File: config.mk
export PLATFORM = sky130hd
export DESIGN_NAME = ddr4_cmd_decode
export DESIGN_NICKNAME = d
export VERILOG_FILES = /design/src/rtl/ddr4_mem_model_pkg.sv /design/src/rtl/ddr4_mem_model_cmd_decode.sv
export SDC_FILE = /design/constraint.sdc
export NUM_CORES = 1
export LEC_CHECK = 0
export ABC_AREA = 1
export ABC_CLOCK_PERIOD_IN_PS = 870
export CORE_AREA = 2 2 39 41
export DETAILED_ROUTE_END_ITERATION = 10
export DIE_AREA = 0 0 41 43
export PLACE_DENSITY = 0.3
export SLEW_MARGIN = 15
export SYNTH_ARGS = -nofsm -noshare
export SYNTH_HDL_FRONTEND = slang
export SYNTH_SLANG_ARGS = --single-unit
export TNS_END_PERCENT = 30
File: constraint.sdc
create_clock -name vclk -period 0.87
set_input_delay 0.1305 -clock vclk [all_inputs]
set_output_delay 0.1305 -clock vclk [all_outputs]
set_load 0.03 [all_outputs]
File: src/rtl/ddr4_mem_model_pkg.sv
// ddr4_model_pkg: shared types for the DDR4 behavioural memory model.
//   cmd_e    - decoded command of one ddr4_ck_t edge (DSEL = no command)
//   token_t  - bank/row/column captured by a WR or RD command; the row and
//              column fields are sized for the widest legal configuration
//              and are truncated to ROW_BITS/COL_BITS where they are used.
package ddr4_model_pkg;

   typedef enum logic [3:0] {
      CMD_MRS,
      CMD_REF,
      CMD_PRE,
      CMD_WR,
      CMD_RD,
      CMD_ZQC,
      CMD_NOP,
      CMD_ACT,
      CMD_DSEL
   } cmd_e;

   localparam int unsigned BURST_LEN      = 8;
   localparam int unsigned NUM_BANKS      = 8;
   localparam int unsigned BANK_BITS      = 3;
   localparam int unsigned TOK_FIELD_BITS = 14;

   typedef struct packed {
      logic [BANK_BITS-1:0]      bank;
      logic [TOK_FIELD_BITS-1:0] row;
      logic [TOK_FIELD_BITS-1:0] col;
   } token_t;

endpackage

File: src/rtl/ddr4_mem_model_cmd_decode.sv
// ddr4_cmd_decode: combinational DDR4 command decode.
//   model_enable, cke, cs_n - gating; any inactive gives CMD_DSEL
//   act_n                   - low selects ACT regardless of the other pins
//   ras_n_a16, cas_n_a15, we_n_a14 - command field when act_n is high
//   cmd                     - decoded command
module ddr4_cmd_decode
   import ddr4_model_pkg::*;
(
   input  logic model_enable,
   input  logic cke,
   input  logic cs_n,
   input  logic act_n,
   input  logic ras_n_a16,
   input  logic cas_n_a15,
   input  logic we_n_a14,
   output cmd_e cmd
);

   always_comb begin
      cmd = CMD_DSEL;
      if (model_enable && cke && !cs_n) begin
         if (!act_n) begin
            cmd = CMD_ACT;
         end else begin
            case ({ras_n_a16, cas_n_a15, we_n_a14})
               3'b000:  cmd = CMD_MRS;
               3'b001:  cmd = CMD_REF;
               3'b010:  cmd = CMD_PRE;
               3'b100:  cmd = CMD_WR;
               3'b101:  cmd = CMD_RD;
               3'b110:  cmd = CMD_ZQC;
               default: cmd = CMD_NOP;   // 011 is reserved and behaves as NOP
            endcase
         end
      end
   end

endmodule

==> impl_metrics.csv, run 1 <==
group,metric,value,unit
status,status,"finished, violations left",
status,violated_checks,"setup timing",
yosys,average_cell_area_after_synthesis,4.671,sq um
pwr,overall_power,0.09140,mW
clock_network,post-cts-setup-buffers,0,
sta,relSlewSlack,84.19,%
cells_and_area,final_core_util,14.65,%
floorplan,die.size.x,41,um
global_route,maximum_number_of_pins_on_one_net_before_global_route_repair,5,
setup_path,worst_path_most_repeated_cell,"buf_6",
sta,layout_worst_path_cycle_share,105.7,%
global_route,grt_overflow_total,0,
floorplan,core.rowCount,14,
sta,timing.setup.tns,-0.1378,ns
pwr,vdd.ir_drop.worst,59.73,uV
drt,detail_route.wl_per_cell,8.214,um
sta,layout_setup_ws,-0.04950,ns
sta,finalSetupViolCount,3,
global_route,initial_antenna_violation_count,0,
yosys,ys_cells,15,
cells_and_area,flop_area,0,sq um
sta,rsz0062_at_grt,"true",
## run 1: area by class of cell
class              instances  area share [%]
well taps                 16           9.877
multi-input cells         11           40.12
inverters                  4           7.407
repair buffers            11           42.59
## run 1: where the power goes
group	total, mW	switching, mW	leakage (nW)	internal (mW)
Combinational	0.0914	0.0518	0.0919	0.0396
Clock	0	0	0	0
Sequential	0	0	0	0
Total	0.0914	0.0518	0.0919	0.0396
## run 1: worst min-delay path by stage
stage                         from      to  slack, ns  cells past startpoint
final                     we_n_a14  cmd[0]       0.70                      4
after global routing      we_n_a14  cmd[0]       0.73                      4
after CTS                 we_n_a14  cmd[0]       0.70                      4
after detailed placement     act_n  cmd[0]       1.04                      5
after global placement       act_n  cmd[0]       1.05                      5
after floorplan           we_n_a14  cmd[0]       0.46                      2
## run 1: worst min-delay path, cell delays in order
cell,delay [ns]
buf_2,0.14
nand3_1,0.10
a21oi_2,0.06
buf_6,0.13
## run 1: metal layers
layer | wire, um | share of wire, % | GRT usage, % | up-vias
met4 | 0 | 0 | 0 | 0
li1 | - | - | - | 72
met5 | 0 | 0 | 0 | -
met1 | 111 | 32 | 4.747 | 64
met3 | 67 | 19 | 0.5236 | 0
met2 | 166 | 48 | 6.563 | 9
## run 1: kinds of logic after synthesis
family / synth area share [%]
buffers and inverters: 21.42
AND/OR/NAND/NOR: 35.72
AND-OR/OR-AND: 42.84
## run 1: per-stage QoR
step,cell area [sq um],hold WS [ns]
finish,202.7,0.6980
global route,202.7,0.7255
CTS,202.7,0.6969
detailed placement,201.4,1.038
global placement,201.4,1.048
floorplan,81.33,0.4552
## run 1: timing repair
item / CTS / global route
hold buffers: 0 / 0
gates cloned: 0 / 0
gates resized: 32 / 0
setup endpoints to repair: 4 / 3
pin swaps: 3 / 0
## run 1: placed cells by master, fill, tap and decap left out, drive strengths merged
cell         count
inv              4
nand2            2
nand3b           1
o21ai            1
a21oi            5
buf             10
dlygate4sd2      1
nand3            2
Run 1, routed metal, one colour a layer:
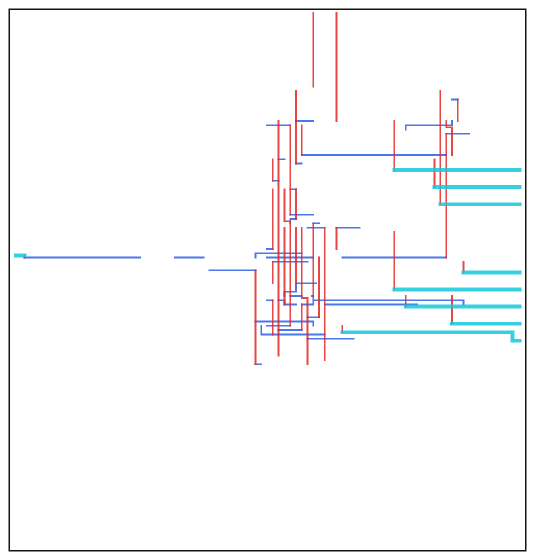
- met3: cyan (wire length 67.7 um)
- met2: red (wire length 166 um)
- met1: blue (wire length 111 um)

Run 1, nets reached from selected ports:
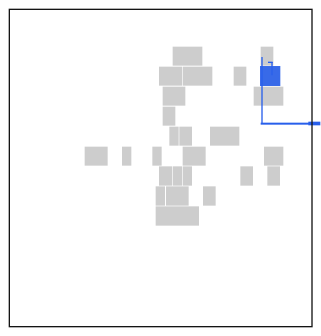
- model_enable: blue (direction input; edge right; end cells 1; buffers 1; wire 17.5 um)
count of buffers from port buffering: 11
number of I/O pins: 11

Run 1, met3 routing:
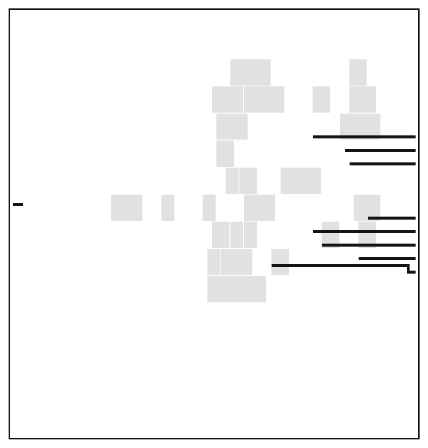
- nets with wire on the layer: 9
- share of all routed wire: 20%

Run 1, routed metal per tile:
Scale bar: 10 um. 8 x 9 tiles, from white (low) to dark blue (high), scaled to the fullest tile. Values are wire area over tile area, all layers added.
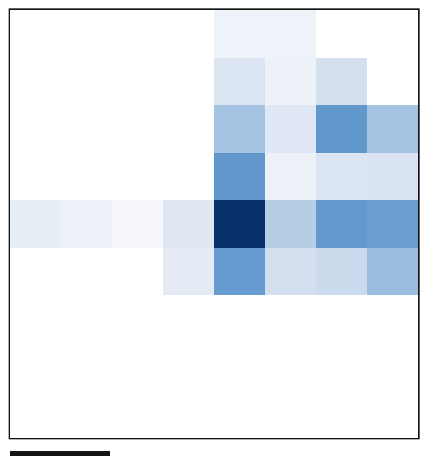

## Run 2: what changed since run 1
--- a/config.mk
+++ b/config.mk
@@ -6,7 +6,7 @@
 export NUM_CORES = 1
 export LEC_CHECK = 0
 export ABC_AREA = 1
-export ABC_CLOCK_PERIOD_IN_PS = 870
+export ABC_CLOCK_PERIOD_IN_PS = 1200
 export CORE_AREA = 2 2 39 41
 export DETAILED_ROUTE_END_ITERATION = 10
 export DIE_AREA = 0 0 41 43
==> constraint.sdc (replaced) <==
create_clock -name vclk -period 1.2
set_input_delay 0.18 -clock vclk [all_inputs]
set_output_delay 0.18 -clock vclk [all_outputs]
set_load 0.03 [all_outputs]
Run 2, routed metal per tile:
Scale bar: 10 um. 8 x 9 tiles, from white (low) to dark blue (high), scaled to the fullest tile. Values are wire area over tile area, all layers added.
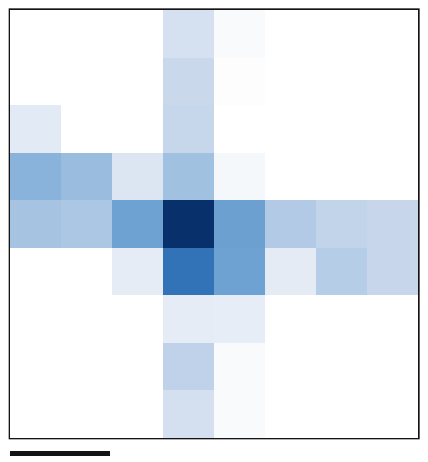
- mean over tiles: 0.028
- fullest tile: 0.24
- tiles over half the peak: 6.9%
- densest ninth of the die: middle

Run 2, routed metal, one colour a layer:
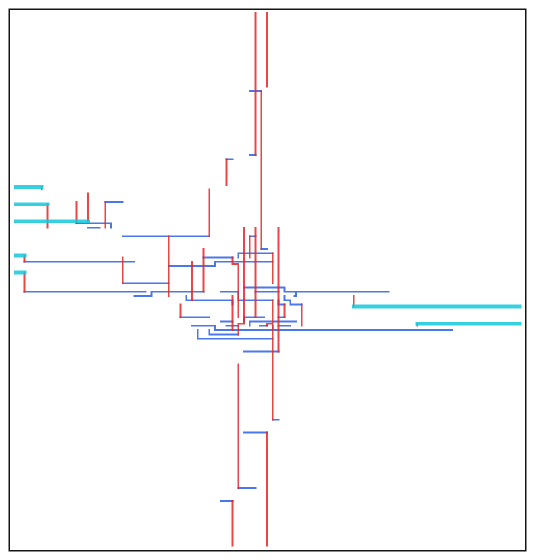
- met1: blue (wire length 133 um)
- met2: red (wire length 134 um)
- met3: cyan (wire length 33.1 um)
count of vias placed by the detailed router: 141
overall track demand over capacity in global routing: 3.596%
DR WL/cell: 6.977 um
Final Routed Wirelength: 300 um

==> run 2 against run 1 <==
Net effect:
- the run now ends clean
- cell area up 1.2%
- global-route usage fell by 0.10 points
- flip-flop count unchanged
- die size did not move
- total power is 34% lower
- worst setup slack gained 0.11 ns
- worst hold slack better by 0.21 ns
- count of clock-buffer cells in the layout unchanged
- critical path type unchanged
==> impl_metrics.csv, run 2 <==
group,metric,value,unit
status,status,"completed",
sta,drv_slew,0,
worst_hold_path,min_path_cells,4,
sta,finalSetupViolCount,0,
cells_and_area,antenna-diode-count,0,
global_route,grt_overflow_total,0,
cells_and_area,layout_top_cell,"dlygate4sd2_1",
yosys,average_cell_area_after_synthesis,4.671,sq um
placement,detailed_place.area,197.7,sq um
global_route,grt.met1_usage,5.380,%
yosys,yosys.cell_count.top_type,"a21oi_1",
global_route,maximum_number_of_pins_on_one_net_before_global_route_repair,5,
yosys,ys_cells,15,
floorplan,chip_area,1763,sq um
sta,layout_worst_path_cycle_share,94.56,%
worst_hold_path,hold_path.startpoint,"cs_n",
pwr,p_clk_share,0,%
cells_and_area,drive_above_1_share,40.74,%
setup_path,timing.setup.critical_path_class,"input pin to output pin",
yosys,post-synth-top-area-fraction,35.71,%
global_route,groute.layer.met2.usage,5.625,%
clock_network,post-cts-setup-buffers,0,
pwr,cell_internal_pwr,0.02763,mW
cells_and_area,finalInstanceArea,205.2,sq um
floorplan,core.rowCount,14,
cells_and_area,most-common-layout-cells,"dlygate4sd2_1, buf_4, a21oi_2",
pwr,power.sequential.fraction,0,%
pwr,overall_power,0.06056,mW
sta,relSlewSlack,86.22,%
global_route,initial_antenna_violation_count,0,
placement,gp_congestion,0.5938,
pwr,switching_share,54.38,%
placement,port_buffers,11,
cells_and_area,flop_area,0,sq um
yosys,yosysWarningCount,0,
floorplan,die.size.x,41,um
clock_network,cts_hold_buf,0,
global_route,global_route.usage.met3,0.5236,%
sta,period_needed,1.135,ns
sta,worst-slew-pin-transition,0.2061,ns
cells_and_area,layout.filler_cells,162,
pwr,share_comb_of_total_power,100.0,%
pwr,vdd.ir_drop.worst,60.35,uV
setup_path,end_kind,"output pin",
pwr,switch_pwr,0.03293,mW
global_route,top_usage_layer,"met2",
worst_hold_path,worst_hold_path.endpoint,"cmd[1]",
floorplan,boundaryPins,11,
cells_and_area,flops,0,
Run 2, M2 wires:
Scale bar: 10 um.
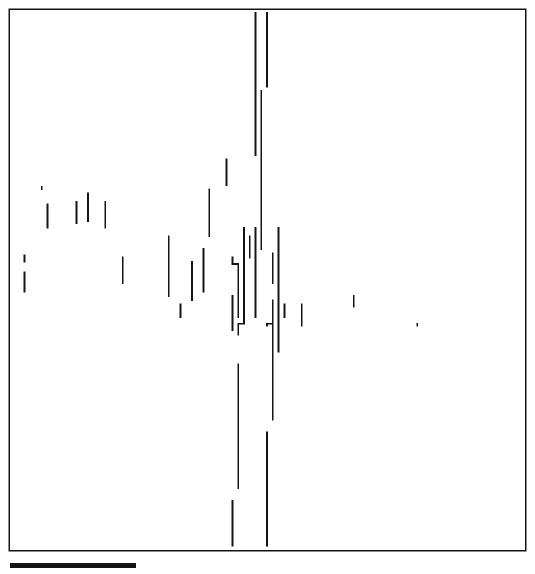
- main direction: vertical
- share of all routed wire: 45%

## run 2: netlist changes by cell type in the layout (fill, tap and decap cells not counted), sizes merged
cell / change
buf: -5
clkdlybuf4s15: +1
dlygate4sd2: +5
## run 2: kinds of logic after synthesis
family,share of synthesized area (%)
buf+inv,21.42
compound gates,42.84
simple gates,35.72
## run 2: worst max path at each step
stage                   start      to  slack [ns]  cells past startpoint
finish              ras_n_a16  cmd[1]        0.07                      6
global route        ras_n_a16  cmd[1]      -0.009                      6
CTS                      cs_n  cmd[2]        0.04                      4
detailed placement  cas_n_a15  cmd[1]       -0.16                      6
global placement    cas_n_a15  cmd[1]       -0.17                      6
floorplan                cs_n  cmd[0]       -0.14                      2
## run 2: repair_timing
item / in CTS / in global routing
pin swaps: 1 / 0
resized: 11 / 2
endpoints found under the setup margin: 4 / 4
## run 2: metrics by stage
stage	TNS [ns]	setup WS, ns	utilization (%)	std cells	hold slack (ns)
after floorplan	-0.4350	-0.1450	-	15	0.6050
after global placement	-0.5089	-0.1733	14.29	43	1.131
after detailed placement	-0.5102	-0.1642	14.29	43	1.135
after CTS	0	0.03790	14.47	43	0.9386
after global routing	-0.009401	-0.009401	14.83	43	0.9739
final	0	0.06530	14.83	43	0.9077
## run 2: power groups by stage
stage,logic [mW],clock network (mW),registers [mW]
5_1_grt,0.0662,0,0
2_1_floorplan,0.0249,0,0
3_3_place_gp,0.0619,0,0
4_1_cts,0.0592,0,0
3_5_place_dp,0.0625,0,0
6_report,0.0606,0,0
## run 2: critical path: stages
cell           delay [ns]
dlygate4sd2_1        0.27
inv_1                0.07
nand2_1              0.06
nand3_1              0.08
a21oi_2              0.12
buf_4                0.17
## run 2: per-layer routing
| metal | share of wire, % | up-vias | wire length, um |
|---|---|---|---|
| met5 | 0 | - | 0 |
| li1 | - | 75 | - |
| met1 | 44 | 59 | 133 |
| met3 | 11 | 0 | 33 |
| met4 | 0 | 0 | 0 |
| met2 | 45 | 7 | 134 |
## run 2: cell type report
class                      count  area share, %
tap                           16          9.756
inverter                       4          7.317
multi-input combinational     11          34.15
timing repair buffer          12          48.78
Power and IR drop assume default switching activity.
